## src/rtl/adc_align_pkg.sv

```systemverilog
// Shared types and constants for the AD9228 FCO frame-alignment controller.
// The FCO pattern repeats every 24 bits (two 12-bit frames) as three bytes.
package adc_align_pkg;

    typedef enum logic [2:0] {
        IDLE,
        SETTLE,
        CHECK,
        SLIP,
        LOCKED,
        FAIL
    } align_state_t;

    localparam logic [7:0] FCO_SEQ0 = 8'hFC;
    localparam logic [7:0] FCO_SEQ1 = 8'h0F;
    localparam logic [7:0] FCO_SEQ2 = 8'hC0;

    localparam int SETTLE_CYCLES_DEF = 16;
    localparam int MATCH_COUNT_DEF   = 32;
    localparam int MAX_SLIPS_DEF     = 8;
    localparam int ERR_LIMIT_DEF     = 4;

    typedef logic [1:0] fco_phase_t;

    function automatic logic [7:0] phase_byte(input fco_phase_t p);
        case (p)
            2'd0:    return FCO_SEQ0;
            2'd1:    return FCO_SEQ1;
            default: return FCO_SEQ2;
        endcase
    endfunction

    function automatic fco_phase_t next_phase(input fco_phase_t p);
        return (p == 2'd2) ? 2'd0 : p + 2'd1;
    endfunction

endpackage

```

## src/rtl/adc_frame_align_ctrl_if.sv

```systemverilog
// Byte-stream and control bundle between the deserializer side and the aligner.
interface adc_frame_align_ctrl_if;
    logic       start;
    logic [7:0] fco_byte;
    logic       fco_valid;
    logic       bitslip;
    logic       gearbox_rstn;
    logic       frame_start;
    logic       aligned;
    logic       align_fail;
    logic [2:0] slip_count;

    modport master (
        output start, fco_byte, fco_valid,
        input  bitslip, gearbox_rstn, frame_start, aligned, align_fail, slip_count
    );

    modport slave (
        input  start, fco_byte, fco_valid,
        output bitslip, gearbox_rstn, frame_start, aligned, align_fail, slip_count
    );
endinterface

```

## src/rtl/adc_fco_seq_tracker.sv

```systemverilog
// Tracks the expected FCO byte phase and classifies each valid byte as good or bad.
// The first byte after acquire only needs to be some SEQx; it then fixes the phase.
module adc_fco_seq_tracker
    import adc_align_pkg::*;
(
    input  logic       clk,
    input  logic       rst,
    input  logic       acquire,
    input  logic [7:0] fco_byte,
    input  logic       fco_valid,
    output logic       good,
    output logic       bad,
    output logic       is_seq0
);

    logic       known_q;
    fco_phase_t exp_q;
    logic       hit0, hit1, hit2, in_seq;
    fco_phase_t acq_next;

    always_comb begin
        hit0     = (fco_byte == FCO_SEQ0);
        hit1     = (fco_byte == FCO_SEQ1);
        hit2     = (fco_byte == FCO_SEQ2);
        acq_next = 2'd0;
        if (hit0)
            acq_next = 2'd1;
        else if (hit1)
            acq_next = 2'd2;
        in_seq   = known_q ? (fco_byte == phase_byte(exp_q)) : (hit0 | hit1 | hit2);
        good     = fco_valid && in_seq;
        bad      = fco_valid && !in_seq;
        is_seq0  = good && hit0;
    end

    // acquire wins over the update so the byte that ends a lock leaves the phase unknown
    always_ff @(posedge clk or posedge rst) begin
        if (rst) begin
            known_q <= 1'b0;
            exp_q   <= 2'd0;
        end else if (acquire) begin
            known_q <= 1'b0;
        end else if (fco_valid) begin
            if (known_q) begin
                exp_q <= next_phase(exp_q);
            end else if (hit0 | hit1 | hit2) begin
                known_q <= 1'b1;
                exp_q   <= acq_next;
            end
        end
    end

endmodule

```

## src/rtl/adc_frame_align_ctrl.sv

```systemverilog
// FCO frame-alignment controller: bitslips the deserializer until the FCO byte
// stream is in sequence, then releases the gearbox and flags frame starts.
module adc_frame_align_ctrl
    import adc_align_pkg::*;
#(
    parameter int SETTLE_CYCLES = SETTLE_CYCLES_DEF,
    parameter int MATCH_COUNT   = MATCH_COUNT_DEF,
    parameter int MAX_SLIPS     = MAX_SLIPS_DEF,
    parameter int ERR_LIMIT     = ERR_LIMIT_DEF
) (
    input  logic                   data_in_clk,
    input  logic                   rst,
    adc_frame_align_ctrl_if.slave  bus
);

    localparam int SC_W = $clog2(SETTLE_CYCLES + 1);
    localparam int MC_W = $clog2(MATCH_COUNT + 1);
    localparam int SD_W = $clog2(MAX_SLIPS + 1);
    localparam int ER_W = $clog2(ERR_LIMIT + 1);

    localparam logic [SC_W-1:0] SETTLE_LAST = SC_W'(SETTLE_CYCLES - 1);
    localparam logic [MC_W-1:0] MATCH_LAST  = MC_W'(MATCH_COUNT - 1);
    localparam logic [SD_W-1:0] SLIPS_MAX   = SD_W'(MAX_SLIPS);
    localparam logic [ER_W-1:0] ERR_LAST    = ER_W'(ERR_LIMIT - 1);

    align_state_t    state_q;
    logic [SC_W-1:0] settle_cnt_q;
    logic [MC_W-1:0] match_cnt_q;
    logic [SD_W-1:0] slips_done_q;
    logic [ER_W-1:0] err_run_q;
    logic [2:0]      slip_count_q;
    logic            bitslip_q, gearbox_rstn_q, frame_start_q, aligned_q, align_fail_q;

    logic trk_good, trk_bad, trk_is_seq0, err_exit, acquire;

    assign err_exit = (state_q == LOCKED) && trk_bad && (err_run_q == ERR_LAST);
    assign acquire  = bus.start || err_exit || ((state_q != CHECK) && (state_q != LOCKED));

    adc_fco_seq_tracker u_tracker (
        .clk       (data_in_clk),
        .rst       (rst),
        .acquire   (acquire),
        .fco_byte  (bus.fco_byte),
        .fco_valid (bus.fco_valid),
        .good      (trk_good),
        .bad       (trk_bad),
        .is_seq0   (trk_is_seq0)
    );

    // start outranks every state-local event; slip_count deliberately survives it
    always_ff @(posedge data_in_clk or posedge rst) begin
        if (rst) begin
            state_q        <= IDLE;
            settle_cnt_q   <= '0;
            match_cnt_q    <= '0;
            slips_done_q   <= '0;
            err_run_q      <= '0;
            slip_count_q   <= '0;
            bitslip_q      <= 1'b0;
            gearbox_rstn_q <= 1'b0;
            frame_start_q  <= 1'b0;
            aligned_q      <= 1'b0;
            align_fail_q   <= 1'b0;
        end else begin
            bitslip_q     <= 1'b0;
            frame_start_q <= 1'b0;
            if (bus.start) begin
                state_q        <= SETTLE;
                settle_cnt_q   <= '0;
                match_cnt_q    <= '0;
                slips_done_q   <= '0;
                err_run_q      <= '0;
                align_fail_q   <= 1'b0;
                aligned_q      <= 1'b0;
                gearbox_rstn_q <= 1'b0;
            end else begin
                case (state_q)
                    SETTLE: begin
                        if (settle_cnt_q == SETTLE_LAST) begin
                            state_q     <= CHECK;
                            match_cnt_q <= '0;
                        end else begin
                            settle_cnt_q <= settle_cnt_q + 1'b1;
                        end
                    end
                    CHECK: begin
                        if (trk_good) begin
                            if (match_cnt_q == MATCH_LAST) begin
                                state_q        <= LOCKED;
                                aligned_q      <= 1'b1;
                                gearbox_rstn_q <= 1'b1;
                                err_run_q      <= '0;
                            end else begin
                                match_cnt_q <= match_cnt_q + 1'b1;
                            end
                        end else if (trk_bad) begin
                            if (slips_done_q == SLIPS_MAX) begin
                                state_q      <= FAIL;
                                align_fail_q <= 1'b1;
                            end else begin
                                state_q      <= SLIP;
                                bitslip_q    <= 1'b1;
                                slip_count_q <= slip_count_q + 1'b1;
                                slips_done_q <= slips_done_q + 1'b1;
                            end
                        end
                    end
                    SLIP: begin
                        state_q      <= SETTLE;
                        settle_cnt_q <= '0;
                    end
                    LOCKED: begin
                        if (trk_good) begin
                            err_run_q     <= '0;
                            frame_start_q <= trk_is_seq0;
                        end else if (err_exit) begin
                            state_q        <= CHECK;
                            slips_done_q   <= '0;
                            match_cnt_q    <= '0;
                            err_run_q      <= '0;
                            aligned_q      <= 1'b0;
                            gearbox_rstn_q <= 1'b0;
                        end else if (trk_bad) begin
                            err_run_q <= err_run_q + 1'b1;
                        end
                    end
                    IDLE, FAIL: begin
                    end
                    default: state_q <= IDLE;
                endcase
            end
        end
    end

    assign bus.bitslip      = bitslip_q;
    assign bus.gearbox_rstn = gearbox_rstn_q;
    assign bus.frame_start  = frame_start_q;
    assign bus.aligned      = aligned_q;
    assign bus.align_fail   = align_fail_q;
    assign bus.slip_count   = slip_count_q;

endmodule

```

## src/flat_wrapper.sv

```systemverilog
// flat-port wrapper written by rule: the top's interface ports become plain ports
module adc_frame_align_ctrl_flat import adc_align_pkg::*;
#(
    parameter int SETTLE_CYCLES = SETTLE_CYCLES_DEF,
    parameter int MATCH_COUNT   = MATCH_COUNT_DEF,
    parameter int MAX_SLIPS     = MAX_SLIPS_DEF,
    parameter int ERR_LIMIT     = ERR_LIMIT_DEF
)
  (data_in_clk, rst, bus_start, bus_fco_byte, bus_fco_valid, bus_bitslip, bus_gearbox_rstn, bus_frame_start, bus_aligned, bus_align_fail, bus_slip_count);
  adc_frame_align_ctrl_if bus_i ();
  input  logic data_in_clk;
  input  logic rst;
  input wire logic [$bits(bus_i.start)-1:0] bus_start;
  input wire logic [$bits(bus_i.fco_byte)-1:0] bus_fco_byte;
  input wire logic [$bits(bus_i.fco_valid)-1:0] bus_fco_valid;
  output wire logic [$bits(bus_i.bitslip)-1:0] bus_bitslip;
  output wire logic [$bits(bus_i.gearbox_rstn)-1:0] bus_gearbox_rstn;
  output wire logic [$bits(bus_i.frame_start)-1:0] bus_frame_start;
  output wire logic [$bits(bus_i.aligned)-1:0] bus_aligned;
  output wire logic [$bits(bus_i.align_fail)-1:0] bus_align_fail;
  output wire logic [$bits(bus_i.slip_count)-1:0] bus_slip_count;
  assign bus_i.start = bus_start;
  assign bus_i.fco_byte = bus_fco_byte;
  assign bus_i.fco_valid = bus_fco_valid;
  assign bus_bitslip = bus_i.bitslip;
  assign bus_gearbox_rstn = bus_i.gearbox_rstn;
  assign bus_frame_start = bus_i.frame_start;
  assign bus_aligned = bus_i.aligned;
  assign bus_align_fail = bus_i.align_fail;
  assign bus_slip_count = bus_i.slip_count;
  adc_frame_align_ctrl #(.SETTLE_CYCLES(SETTLE_CYCLES), .MATCH_COUNT(MATCH_COUNT), .MAX_SLIPS(MAX_SLIPS), .ERR_LIMIT(ERR_LIMIT)) u_core (.data_in_clk(data_in_clk), .rst(rst), .bus(bus_i));
endmodule
```

## config.mk

```make
export PLATFORM = sky130hd
export DESIGN_NAME = adc_frame_align_ctrl_flat
export DESIGN_NICKNAME = d
export VERILOG_FILES = /design/src/rtl/adc_align_pkg.sv /design/src/rtl/adc_frame_align_ctrl_if.sv /design/src/rtl/adc_fco_seq_tracker.sv /design/src/rtl/adc_frame_align_ctrl.sv /design/src/flat_wrapper.sv
export SDC_FILE = /design/constraint.sdc
export NUM_CORES = 1
export LEC_CHECK = 0
export CORE_ASPECT_RATIO = 0.9
export CORE_MARGIN = 4
export CORE_UTILIZATION = 50
export DETAILED_ROUTE_END_ITERATION = 8
export PLACE_DENSITY = 0.82
export SLEW_MARGIN = 10
export SYNTH_ARGS = -nofsm -noshare
export SYNTH_HDL_FRONTEND = slang
export SYNTH_SLANG_ARGS = --single-unit
```

## constraint.sdc

```tcl
create_clock -name data_in_clk -period 2.15 [get_ports data_in_clk]
set_input_delay 0.3225 -clock data_in_clk [delete_from_list [all_inputs] [get_ports data_in_clk]]
set_output_delay 0.3225 -clock data_in_clk [all_outputs]
set_load 0.05 [all_outputs]
```

Figure 1. Register map, names as in the netlist.
Scale: 4 px per um. Other sequential cells in the stronger gray, the rest of the logic in the fainter gray.
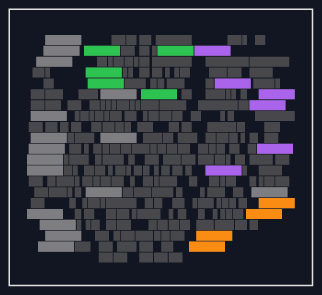
u_core.settle_cnt_q: in green, sequential cells 5. u_core.slips_done_q: in orange, sequential cells 4, where bottom right. u_core.match_cnt_q: in purple, sequential cells 6.
P_seq: 0.739 mW
FF+latch area: 776 sq um

Figure 2. Cells by drive strength.
Scale: 4 px per um.
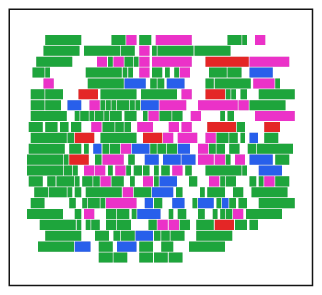
drive 1 or less: in green, cells 185. drive 3 to 4: in magenta, cells 48. drive 6 and up: in red, cells 9. drive 2: in blue, cells 24.
design area: 2770 sq um
post-route setup slack: -53.0 ps
area delta synth->final: 35.5%
Non-CTS buffers: 57

Figure 3. Placement view.
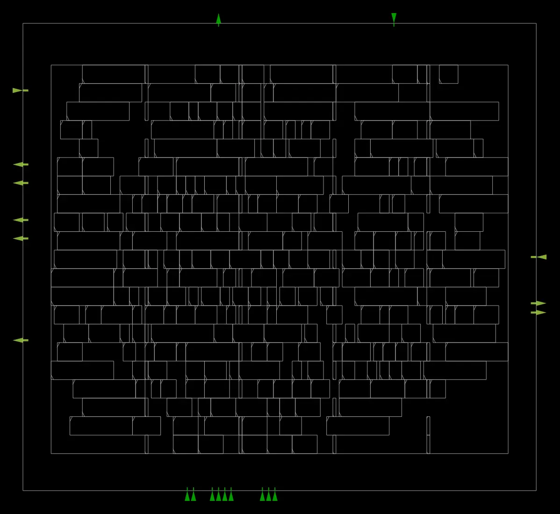
Filler cells: 281
Row Count: 21
flip-flops: 31

==> results.txt <==
outcome - finished, violations left
failing checks - setup timing
CP endpoint - u_core.match_cnt_q[0]$_DFFE_PP0P_
total CTS buffers - 5
CTS sink count - 31
first-pass GRT wire length - 7.98 mm
Area after DPL - 2490 sq um
Tap Cells - 46
Final Net Count - 285
CP cell instances - ha_2 -> and3_4 -> ha_4 -> nand4bb_4 -> nor3b_4 -> nor3b_2 -> nand3_2 -> and3_4 -> buf_12 -> mux2_4
WS Path Type - flip-flop to flip-flop
final-report hold violation count - 0
Mapped Nets - 230
setup violators final - 3
Compound Share, Synth - 0.182
CTS tree - yes
I/O Pins - 20
PortBufs - 19
arrival time worst endpoint - 2370 ps
WL per Instance - 15.9 um
die area - 5180 sq um
Crit path largest cell delay - 380 ps
DRT Wirelength - 4.97 mm
M1 wire length - 2.24 mm
Tmin final - 2200 ps
area of the core - 3840 sq um
Non-clock buffer share - 0.177
worst reg2reg startpoint - u_core.settle_cnt_q[0]$_DFFE_PP0P_
Finished Core Util - 0.722
dominant logic cell types in the final layout - buf_4 (36), dfrtp_1 (31), clkdlybuf4s50_1 (19), nor2_1 (18), nand2_1 (17)
register share after synthesis - 0.379
Max Used Layer - met4
CTS H-tree lvls - 2
Antenna Cells - 0
Top Family by Delay on Critical Path - simple AND/OR/NAND/NOR gates
DRT iter0 DRCs - 76
Worst Path Buf+Inv - 1
gate count after technology mapping - 210
CP dominant cell by count - and3_4
setup TNS - -99.2 ps
MI comb cells - 157
# Cells Yosys - 210
Tcrit/Tclk final - 1.02
Sw Ratio - 0.334
Detail Route met3 WL - 222 um
clk ins delay skew pair - 280 ps
logic area - 1280 sq um
FMAX - 454 MHz
DP HPWL - 3.55 mm
Non-clk invs - 13
Avg Synthesized Cell Area - 9.74 sq um
Gate power share - 0.358
Clock Skew - 3.62 ps
Design Power - 2.07 mW
router iterations before antenna repair - 4
largest cell class by area - logic gates
CP Launch Type - flip-flop
Multiplexer share - 0.0557
layout cells sized above 1 - 0.305
FA/HA/MAJ Cells, Area Fraction - 0.0489
Clock Tree Root - clkbuf_8
most instantiated logic cell after routing - buf_4
Total Routing Usage GR - 0.205
Sequential Power Share - 0.358
Seq area share - 0.280
FP Util - 0.533
RSZ-0062 raised after global routing - yes
worst-path fanout max - 4
cell taking the most area after synthesis - dfrtp_1
Worst EP required - 2320 ps
Max clock buf depth - 2
post-route setup slack - -53.0 ps
CP max stage cell - dfrtp_1
fin. max-slew vios - 0
initial antenna violation count - 0
Commonest flop - dfrtp_1
==> stage by stage <==
step | hold WS, ps | instances | setup WS, ps
6_report | 416 | 312 | -53.0
5_1_grt | 457 | 312 | -144
4_1_cts | 428 | 308 | -18.5
3_5_place_dp | 462 | 298 | -314
3_3_place_gp | 464 | 298 | -244
2_1_floorplan | 426 | 210 | -23.2
==> state kept, by name, indices dropped and copies added, names as in the netlist <==
signal,flops
u_core.match_cnt_q,6
u_core.settle_cnt_q,5
u_core.slips_done_q,4
u_core.bus.slip_count,3
u_core.err_run_q,3
u_core.state_q,3
u_core.u_tracker.exp_q,2
u_core.bus.align_fail,1
u_core.bus.bitslip,1
u_core.bus.frame_start,1
u_core.bus.gearbox_rstn,1
u_core.u_tracker.known_q,1
Power is estimated from default activity; no workload was simulated.
